[config.mk]
export PLATFORM = sky130hd
export DESIGN_NAME = aes_req_arbiter
export DESIGN_NICKNAME = d
export VERILOG_FILES = /design/src/rtl/aes_req_arbiter.sv
export SDC_FILE = /design/constraint.sdc
export NUM_CORES = 1
export LEC_CHECK = 0
export ABC_AREA = 1
export CORE_AREA = 4 4 452 454
export DETAILED_ROUTE_END_ITERATION = 8
export DIE_AREA = 0 0 456 458
export GPL_TIMING_DRIVEN = 0
export PLACE_DENSITY = 0.3
export SLEW_MARGIN = 15
export SYNTH_ARGS = -nofsm -noshare
export SYNTH_HDL_FRONTEND = slang
export SYNTH_SLANG_ARGS = --single-unit
[constraint.sdc]
create_clock -name clk -period 1.5 [get_ports clk]
set_clock_uncertainty 0.15 [all_clocks]
set_input_delay 0.225 -clock clk [delete_from_list [all_inputs] [get_ports clk]]
set_output_delay 0.225 -clock clk [all_outputs]
set_load 0.02 [all_outputs]
[src/rtl/aes_req_arbiter.sv]
// rtl/aes_req_arbiter.sv - two-requester arbiter sharing one AES-128 core
//
// Purpose:
//   Accepts encryption requests from two requesters, runs them one at a time
//   on a shared AES core and returns each ciphertext to the requester that
//   issued it. Sequence: IDLE -> ISSUE -> WAIT -> RESP -> IDLE.
//
// Parameters:
//   ID_W            width of the request/response tag
//   TIMEOUT_CYCLES  WAIT cycles before a watchdog abort (1..255)
//
// Ports:
//   clk, rst                          clock; synchronous active-low reset
//   reqN_valid/ready                  request handshake, N = 0,1
//   reqN_plaintext/key/id             request operands and tag
//   rspN_valid/ready                  response handshake
//   rspN_data/id/err                  ciphertext, echoed tag, abort flag
//   core_start                        one-cycle start pulse to the core
//   core_plaintext/key                latched operands to the core
//   core_ciphertext, core_done        core result and completion pulse
//   busy                              high whenever not IDLE
//
// Optional feature:
//   AES_ARB_TIMEOUT_EN  builds the WAIT watchdog; otherwise rspN_err is 0
//   and WAIT lasts until core_done.

module aes_req_arbiter #(
    parameter int ID_W           = 4,
    parameter int TIMEOUT_CYCLES = 16
) (
    input  logic            clk,
    input  logic            rst,

    input  logic            req0_valid,
    output logic            req0_ready,
    input  logic [127:0]    req0_plaintext,
    input  logic [127:0]    req0_key,
    input  logic [ID_W-1:0] req0_id,

    input  logic            req1_valid,
    output logic            req1_ready,
    input  logic [127:0]    req1_plaintext,
    input  logic [127:0]    req1_key,
    input  logic [ID_W-1:0] req1_id,

    output logic            rsp0_valid,
    input  logic            rsp0_ready,
    output logic [127:0]    rsp0_data,
    output logic [ID_W-1:0] rsp0_id,
    output logic            rsp0_err,

    output logic            rsp1_valid,
    input  logic            rsp1_ready,
    output logic [127:0]    rsp1_data,
    output logic [ID_W-1:0] rsp1_id,
    output logic            rsp1_err,

    output logic            core_start,
    output logic [127:0]    core_plaintext,
    output logic [127:0]    core_key,
    input  logic [127:0]    core_ciphertext,
    input  logic            core_done,

    output logic            busy
);

    localparam logic [1:0] ST_IDLE  = 2'd0;
    localparam logic [1:0] ST_ISSUE = 2'd1;
    localparam logic [1:0] ST_WAIT  = 2'd2;
    localparam logic [1:0] ST_RESP  = 2'd3;

    if (TIMEOUT_CYCLES < 1 || TIMEOUT_CYCLES > 255) begin : g_timeout_range
        $error("aes_req_arbiter: TIMEOUT_CYCLES must be 1..255");
    end

    logic [1:0]      state;
    logic            last_grant;
    logic            grant;
    logic [127:0]    op_pt;
    logic [127:0]    op_key;
    logic [ID_W-1:0] op_id;
    logic [127:0]    res_data;
    logic            res_err;

    logic            any_req;
    logic            pick1;
    logic            accept;
    logic            rsp_take;

    // On a tie, requester 1 wins only if requester 0 was served last.
    always_comb begin
        any_req  = req0_valid | req1_valid;
        pick1    = req1_valid & (~req0_valid | ~last_grant);
        // Ready is gated by rst so it reads 0 while reset is asserted.
        accept   = rst & (state == ST_IDLE) & any_req;
        rsp_take = grant ? rsp1_ready : rsp0_ready;
    end

    assign req0_ready     = accept & ~pick1;
    assign req1_ready     = accept & pick1;

    assign core_start     = (state == ST_ISSUE);
    assign core_plaintext = op_pt;
    assign core_key       = op_key;
    assign busy           = (state != ST_IDLE);

    assign rsp0_valid     = (state == ST_RESP) & ~grant;
    assign rsp1_valid     = (state == ST_RESP) & grant;
    assign rsp0_data      = res_data;
    assign rsp1_data      = res_data;
    assign rsp0_id        = op_id;
    assign rsp1_id        = op_id;
    assign rsp0_err       = res_err;
    assign rsp1_err       = res_err;

`ifdef AES_ARB_TIMEOUT_EN
    localparam logic [7:0] WAIT_LAST = 8'(TIMEOUT_CYCLES - 1);

    logic [7:0] wait_cnt;

    // wait_cnt holds the number of WAIT cycles already completed; the
    // abort fires on the cycle the count would reach TIMEOUT_CYCLES.
    always_ff @(posedge clk) begin
        if (!rst) begin
            wait_cnt <= 8'd0;
        end else if (state == ST_ISSUE) begin
            wait_cnt <= 8'd0;
        end else if (state == ST_WAIT) begin
            wait_cnt <= wait_cnt + 8'd1;
        end
    end
`endif

    always_ff @(posedge clk) begin
        if (!rst) begin
            state      <= ST_IDLE;
            last_grant <= 1'b1;
            grant      <= 1'b0;
            op_pt      <= 128'd0;
            op_key     <= 128'd0;
            op_id      <= '0;
            res_data   <= 128'd0;
            res_err    <= 1'b0;
        end else begin
            case (state)
                ST_IDLE: begin
                    if (any_req) begin
                        grant  <= pick1;
                        op_pt  <= pick1 ? req1_plaintext : req0_plaintext;
                        op_key <= pick1 ? req1_key       : req0_key;
                        op_id  <= pick1 ? req1_id        : req0_id;
                        state  <= ST_ISSUE;
                    end
                end
                ST_ISSUE: begin
                    state <= ST_WAIT;
                end
                ST_WAIT: begin
                    // A done arriving together with the timeout still wins.
                    if (core_done) begin
                        res_data <= core_ciphertext;
                        res_err  <= 1'b0;
                        state    <= ST_RESP;
                    end
`ifdef AES_ARB_TIMEOUT_EN
                    else if (wait_cnt == WAIT_LAST) begin
                        res_data <= 128'd0;
                        res_err  <= 1'b1;
                        state    <= ST_RESP;
                    end
`endif
                end
                ST_RESP: begin
                    if (rsp_take) begin
                        last_grant <= grant;
                        state      <= ST_IDLE;
                    end
                end
                default: state <= ST_IDLE;
            endcase
        end
    end

endmodule

run_1/io_fan.png
Scale bar: 100 um.
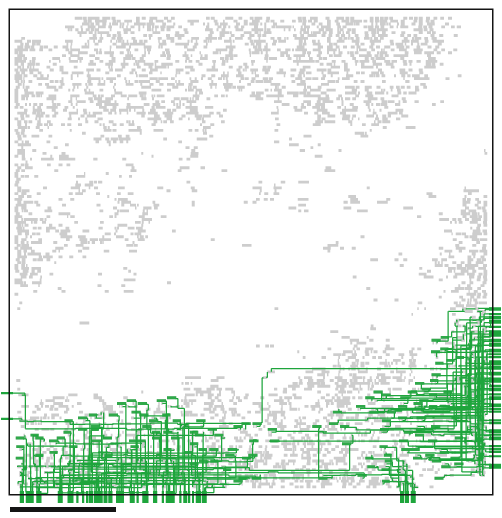
Key: `rsp1_data` = green [direction output, edge 72 bottom, 54 right, 2 left, end cells 128, buffers 256, wire 15700 um]

run_1/placement.png
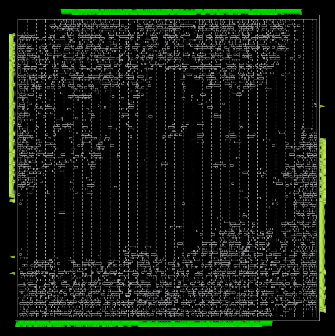
Post-Layout Cell Count: 6724
fill cell count: 22140
fraction of area in registers: 0.1909

run_1/flops_by_reg.png
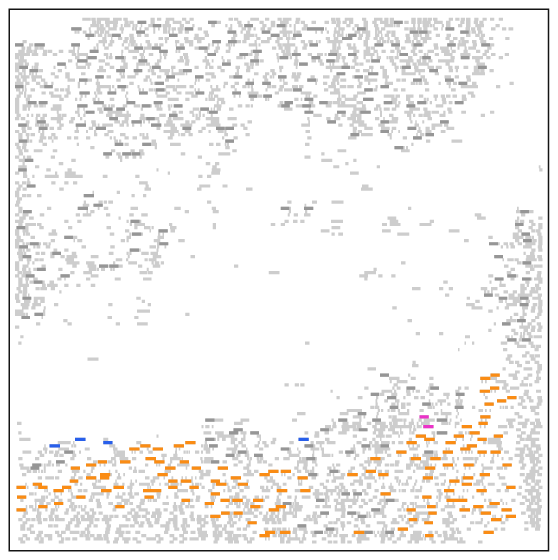
Key: `rsp0_data` = orange [sequential cells 128, where a band across the bottom]; `rsp0_id` = blue [sequential cells 4, where bottom left]; `state` = magenta [sequential cells 2]

run_1/layer_met2.png
Scale bar: 100 um.
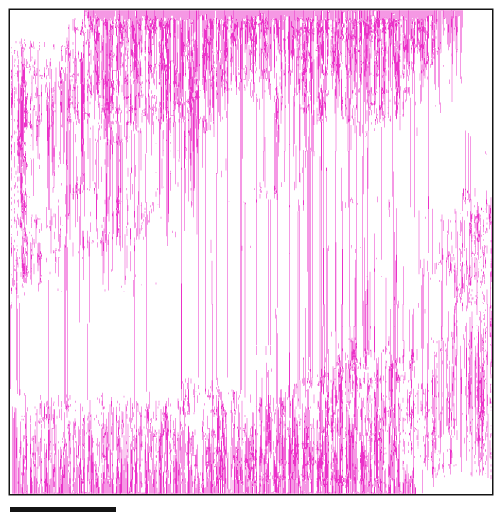
4052 nets have wire on it. The layer carries 92.3 mm of wire. The longest straight run is 347 um.

==> impl_metrics.env, run 1 <==
# flow metrics
export IMPL_status="finished, violations left"
export IMPL_violations="negative setup slack"
export IMPL_pin_count=1183
export IMPL_timing_hold_ws_ns=0.06222
export IMPL_ys_sh_aoi=0.04042
export IMPL_vias=23780
export IMPL_tightest_slew_ns=0.8145
export IMPL_rrSetupSlack_ns=-0.89
export IMPL_final_nets=4661
export IMPL_postPlaceCellArea_sq_um=31650
export IMPL_syn_area_per_cell_sq_um=7.494
export IMPL_crit_end="core_key[126]$_SDFFE_PN0P_"
export IMPL_r2r_start="state[0]$_SDFFE_PN0P_"
export IMPL_holdPathEnd="core_key[27]$_SDFFE_PN0P_"
export IMPL_end_kind="flip-flop"
export IMPL_die_y_um=458
export IMPL_synthSimpleGateAreaFrac=0.3639
export IMPL_wl_per_cell_um=27.44
export IMPL_drt_iter0_markers=1497
export IMPL_intPower_mw=37.91
export IMPL_synthCells=2189
export IMPL_slew_headroom=0.4570
export IMPL_switching_share=0.3980
export IMPL_hp_class="primary input to flip-flop"
export IMPL_ir_drop_v=0.001140
export IMPL_dieWidth_um=456
export IMPL_port_buffers=1180
export IMPL_dp_cells=6026
export IMPL_maxSlewViolCount=0
export IMPL_tns_ns=-419.69
export IMPL_ys_seq_frac=0.4784
export IMPL_timing_final_ws_setup_ns=-0.8894
export IMPL_period_needed_ns=2.389
export IMPL_grt_ovfl_total=0
export IMPL_fin_crit_sh=1.593
export IMPL_drc_errors=0
export IMPL_powerDensity_nw_per_um2=1447
export IMPL_netlist_logic_family_top="simple AND/OR/NAND/NOR gates"
export IMPL_chipArea_sq_um=208800
export IMPL_grt_setup_unrepaired="true"
export IMPL_fp_row_count=164
export IMPL_timing_fmax_mhz=418.5
export IMPL_core_area_sq_um=199700
export IMPL_dpl_hpwl_mm=150.7
export IMPL_arrival_ns=2.80
export IMPL_floorplan_core_util=0.08216
export IMPL_power_leakage_nw=16.95
export IMPL_p_seq_frac=0.254
export IMPL_p_comb_frac=0.501
export IMPL_pwr_share_clk=0.246
export IMPL_ys_cells=2189
export IMPL_area_growth_pct=165.4
export IMPL_ys_flops=392
export IMPL_required_ns=1.91
export IMPL_cts_max_level=2
export IMPL_syn_area_sq_um=16400
export IMPL_ys_chip_area_sq_um=16400
export IMPL_hold_viol_final=0
export IMPL_crit_type="flip-flop to flip-flop"
export IMPL_drv_cap=0
export IMPL_grt_pass1_wl_mm=234.3
export IMPL_grt_pass1_vias=23880
export IMPL_final_area_sq_um=43540
export IMPL_grt_max_degree=17
export IMPL_hp_start="req0_key[27]"
export IMPL_worstRegToRegCells=14
export IMPL_startpoint="state[0]$_SDFFE_PN0P_"
export IMPL_ys_sh_xor=0
export IMPL_synth_adder_area_share=0.003814
export IMPL_firstDrtPassIters=5
export IMPL_antenna_found_initial=76
export IMPL_cts_buffers=59
export IMPL_p_sw_mw=25.07
export IMPL_ys_types=20
export IMPL_path_clk_slew_ns=0.06
export IMPL_critPathMaxFanout=8
export IMPL_hold_depth=3
export IMPL_cts_sinks=392
export IMPL_cts_tree="done"
export IMPL_grt_use_total=0.1659
export IMPL_power_mw=62.98
export IMPL_cts_buffer_depth=3
export IMPL_setup_viol_count_final=911
export IMPL_worstSetupStartpointType="flip-flop"
export IMPL_antenna_left=0
## run 1: flip-flops by register name, indices dropped and copies added, names as in the netlist
register	flops
core_key	128
state	2
grant	1
rsp0_id	4
last_grant	1
core_plaintext	128
rsp0_data	128
## run 1: repair_timing
| item | in CTS | in global routing |
|---|---|---|
| gates cloned | 11 | 17 |
| pin swaps | 3 | 55 |
| hold buffers | 483 | 0 |
| setup buffers | 33 | 41 |
| resized | 431 | 1833 |
| hold endpoints to repair | 320 | 0 |
| endpoints found under the setup margin | 915 | 917 |
## run 1: stage by stage
step	setup slack, ns	utilization
after detailed placement	-2.889	0.1585
after global placement	-2.866	0.1585
after CTS	-0.9814	0.2016
after global routing	-0.9869	0.2179
after floorplan	-0.08350	-
final	-0.8894	0.2181
## run 1: final cells by class
| class | instances | area [sq um] | area share |
|---|---|---|---|
| diodes | 18 | 45.04 | 0.001035 |
| plain buffers | 303 | 3238 | 0.07438 |
| clock buffers | 81 | 1690 | 0.03883 |
| clock inverters | 29 | 407.9 | 0.009369 |
| inverters | 14 | 71.32 | 0.001638 |
| multi-input cells | 1466 | 7869 | 0.1807 |
| flip-flops and latches | 392 | 8309 | 0.1909 |
| well taps | 2656 | 3323 | 0.07633 |
| repair buffers | 1765 | 18580 | 0.4268 |
## run 1: worst max-delay path: stages (launching register included)
cell,delay (ns)
dfxtp_4,0.38
inv_4,0.04
ha_4,0.15
o21ai_4,0.07
nor2_4,0.06
buf_12,0.13
buf_4,0.14
buf_16,0.15
buf_6,0.12
buf_12,0.13
buf_12,0.12
buf_16,0.16
buf_16,0.17
nand3_4,0.13
nand3_2,0.08
## run 1: Yosys cell counts
master | n | share of area
o211ai_1 | 1 | 0.00046
o21ai_1 | 4 | 0.0012
nand3_1 | 783 | 0.24
buf_1 | 17 | 0.0039
dfxtp_1 | 392 | 0.48
inv_2 | 1 | 0.00023
clkbuf_1 | 86 | 0.020
ha_1 | 5 | 0.0038
nor2_2 | 1 | 0.00038
buf_4 | 137 | 0.063
buf_2 | 78 | 0.024
inv_1 | 13 | 0.0030
nor2_1 | 267 | 0.061
o21ai_0 | 126 | 0.038
nor3_1 | 1 | 0.00030
nand2_2 | 1 | 0.00038
nand2_1 | 273 | 0.062
a21oi_1 | 1 | 0.00030
and2_1 | 1 | 0.00038
conb_1 | 1 | 0.00023
## run 1: per-layer routing
metal,up-vias,routed length (um),GRT usage
met2,948,92270,0.2972
met5,-,287,0
met4,46,5100,0.03846
met1,11580,74650,0.1990
li1,10980,-,-
met3,225,12160,0.03936
## run 1: layout by cell type, fill, tap and decap left out, drive strengths merged
master,count
a21oi,1
o21ai,130
bufbuf,5
buf,522
dlygate4sd2,3
ha,5
nor3,1
clkbuf,181
and2,1
nor2,268
o211ai,1
nand3,783
dlygate4sd3,483
clkinv,13
conb,2
nand2,274
diode,18
inv,19
bufinv,8
clkdlybuf4s50,955
dfxtp,392
clkinvlp,3
## run 1: power groups by stage
stage          sequential [mW]  clock [mW]  combinational, mW
6_report                  16.0        15.5               31.5
5_1_grt                   16.3        16.4               33.2
4_1_cts                   15.5        16.2               28.6
3_5_place_dp              15.6           0               24.5
3_3_place_gp              15.6           0               24.6
2_1_floorplan             17.6           0               7.50
==> run 2, diff against run 1 <==
SLEW_MARGIN = default   (was 15)
run_2/wires.png
Two of the layers only.
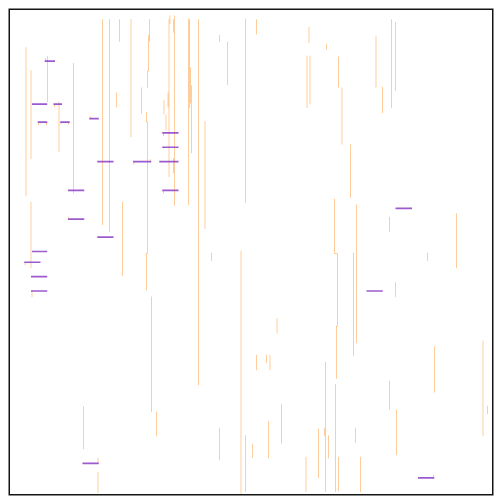
Key: metal 5 = purple [wire length 288 um]; metal 4 = orange [wire length 5100 um]

run_2/placement.png
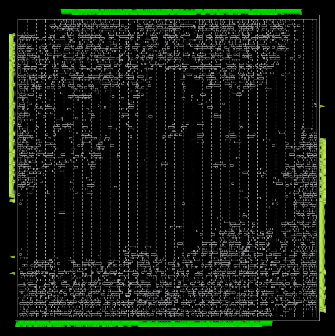
final core utilization: 0.2181
sequential cell count: 392
number of cell rows: 164
Tapcells: 2656

==> impl_metrics.env, run 2 <==
# flow metrics
export IMPL_top_usage_layer="met2"
export IMPL_violations="negative setup slack"
export IMPL_place_ws_ns=-2.889
export IMPL_dieWidth_um=456
export IMPL_cpPeakStageDelay_ns=0.38
export IMPL_setup_viol_count_final=911
export IMPL_final_comb_area_sq_um=7869
export IMPL_ys_cells=2189
export IMPL_status="finished, violations left"
export IMPL_dpl_hpwl_mm=150.7
export IMPL_crit_type="flip-flop to flip-flop"
export IMPL_grt_max_degree=17
export IMPL_grt_use_total=0.1659
export IMPL_period_needed_ns=2.389
export IMPL_ys_sh_aoi=0.04042
export IMPL_timing_fmax_mhz=418.5
export IMPL_drt_iter0_markers=1497
export IMPL_most_common_cell="nand3_1"
export IMPL_edf_count=0
export IMPL_arrival_ns=2.80
export IMPL_topCellsByArea="dfxtp_1, nand3_1, buf_4"
export IMPL_ys_types=20
export IMPL_floorplan_core_util=0.08216
export IMPL_tightest_slew_ns=0.8145
export IMPL_pin_count=1183
export IMPL_timing_final_ws_setup_ns=-0.8894
export IMPL_core_area_sq_um=199700
export IMPL_ys_seq_frac=0.4784
export IMPL_final_nets=4661
export IMPL_ys_top_cells_by_count="nand3_1, dfxtp_1, nand2_1"
export IMPL_grt_pass1_vias=23880
export IMPL_synthArstFlopShare=0
export IMPL_ys_sh_xor=0
export IMPL_cts_sinks=392
export IMPL_cts_buffer_depth=3
export IMPL_maxSlewViolCount=0
export IMPL_top_cell_area_share=0.4784
export IMPL_netlist_logic_family_top="simple AND/OR/NAND/NOR gates"
export IMPL_area_sequential_sq_um=8309
export IMPL_antenna_found_initial=76
export IMPL_power_leakage_nw=16.95
export IMPL_end_kind="flip-flop"
export IMPL_ir_drop_v=0.001140
export IMPL_nFillCells=22140
export IMPL_final_common_cell="clkdlybuf4s50_1"
export IMPL_antenna_left=0
export IMPL_critPathMaxFanout=8
export IMPL_port_buffers=1180
export IMPL_cts_tree="done"
export IMPL_synthSimpleGateAreaFrac=0.3639
export IMPL_powerDensity_nw_per_um2=1447
export IMPL_drc_errors=0
export IMPL_fin_crit_sh=1.593
export IMPL_grt_util_met1=0.1990
export IMPL_cts_max_level=2
export IMPL_grt_pass1_wl_mm=234.3
export IMPL_worstSetupStartpointType="flip-flop"
export IMPL_ff_type="dfxtp_1"
run 2: cell counts in the layout (fill, tap and decap cells not counted):
Identical to the previous run, type by type.
run 2: cell type report:
type,count,area share
sequential,392,0.1909
clock buffer,81,0.03883
buffer,303,0.07438
multi-input combinational,1466,0.1807
inverter,14,0.001638
timing repair buffer,1765,0.4268
tap,2656,0.07633
antenna,18,0.001035
clock inverter,29,0.009369
run 2: worst min-delay path: stages:
cell and delay (ns):
clkdlybuf4s50_1 0.45, nand3_1 0.10, nand3_1 0.06
run 2: power by group:
group	switching (mW)	internal, mW
Combinational	16.3	15.3
Sequential	2.61	13.4
Clock	6.21	9.27
run 2: cell families after synthesis:
group,Yosys count
adder cells (fa/ha/maj),5
flip-flops,392
AND/OR/NAND/NOR,1327
AND-OR/OR-AND,132
other,1
buffers and inverters,332
run 2: routing by layer:
layer	part of all wire	routed length, um	vias to the layer above
li1	-	-	10980
met1	0.40	74650	11580
met2	0.50	92270	948
met3	0.066	12160	225
met4	0.028	5100	46
met5	0.0016	287	-
run 2: path summary, 6_finish.rpt:
| path | from | to | slack [ns] | cells past startpoint |
|---|---|---|---|---|
| setup / recovery | state[0]$_SDFFE_PN0P_ | core_key[126]$_SDFFE_PN0P_ | -0.89 | 14 |
| hold / removal | req0_key[27] | core_key[27]$_SDFFE_PN0P_ | 0.06 | 3 |
| setup reg to reg | state[0]$_SDFFE_PN0P_ | core_key[126]$_SDFFE_PN0P_ | -0.89 | 14 |
| hold reg to reg | core_plaintext[51]$_SDFFE_PN0P_ | core_plaintext[51]$_SDFFE_PN0P_ | 0.31 | 2 |
run 2: timing repair:
action,in CTS,in global routing
pin swaps,3,55
gates cloned,11,17
hold endpoints to repair,320,0
setup buffers,33,41
hold buffers,483,0
gates resized,431,1833
endpoints found under the setup margin,915,917
run 2: metrics by stage:
step           power (mW)  std cells  TNS [ns]  cell area, sq um  hold slack (ns)
3_5_place_dp        40.09       6026   -659.39             31650           0.3041
4_1_cts             60.28       6663   -602.53             40260        0.0001208
3_3_place_gp        40.16       6026   -662.77             31650           0.3037
2_1_floorplan       25.13       2190    -20.43             16520           0.2161
6_report            62.98       6724   -419.69             43540          0.06222
5_1_grt             65.91       6713   -481.89             43510          0.02052
Power figures rest on the tool's default switching activity, not on a simulated workload.
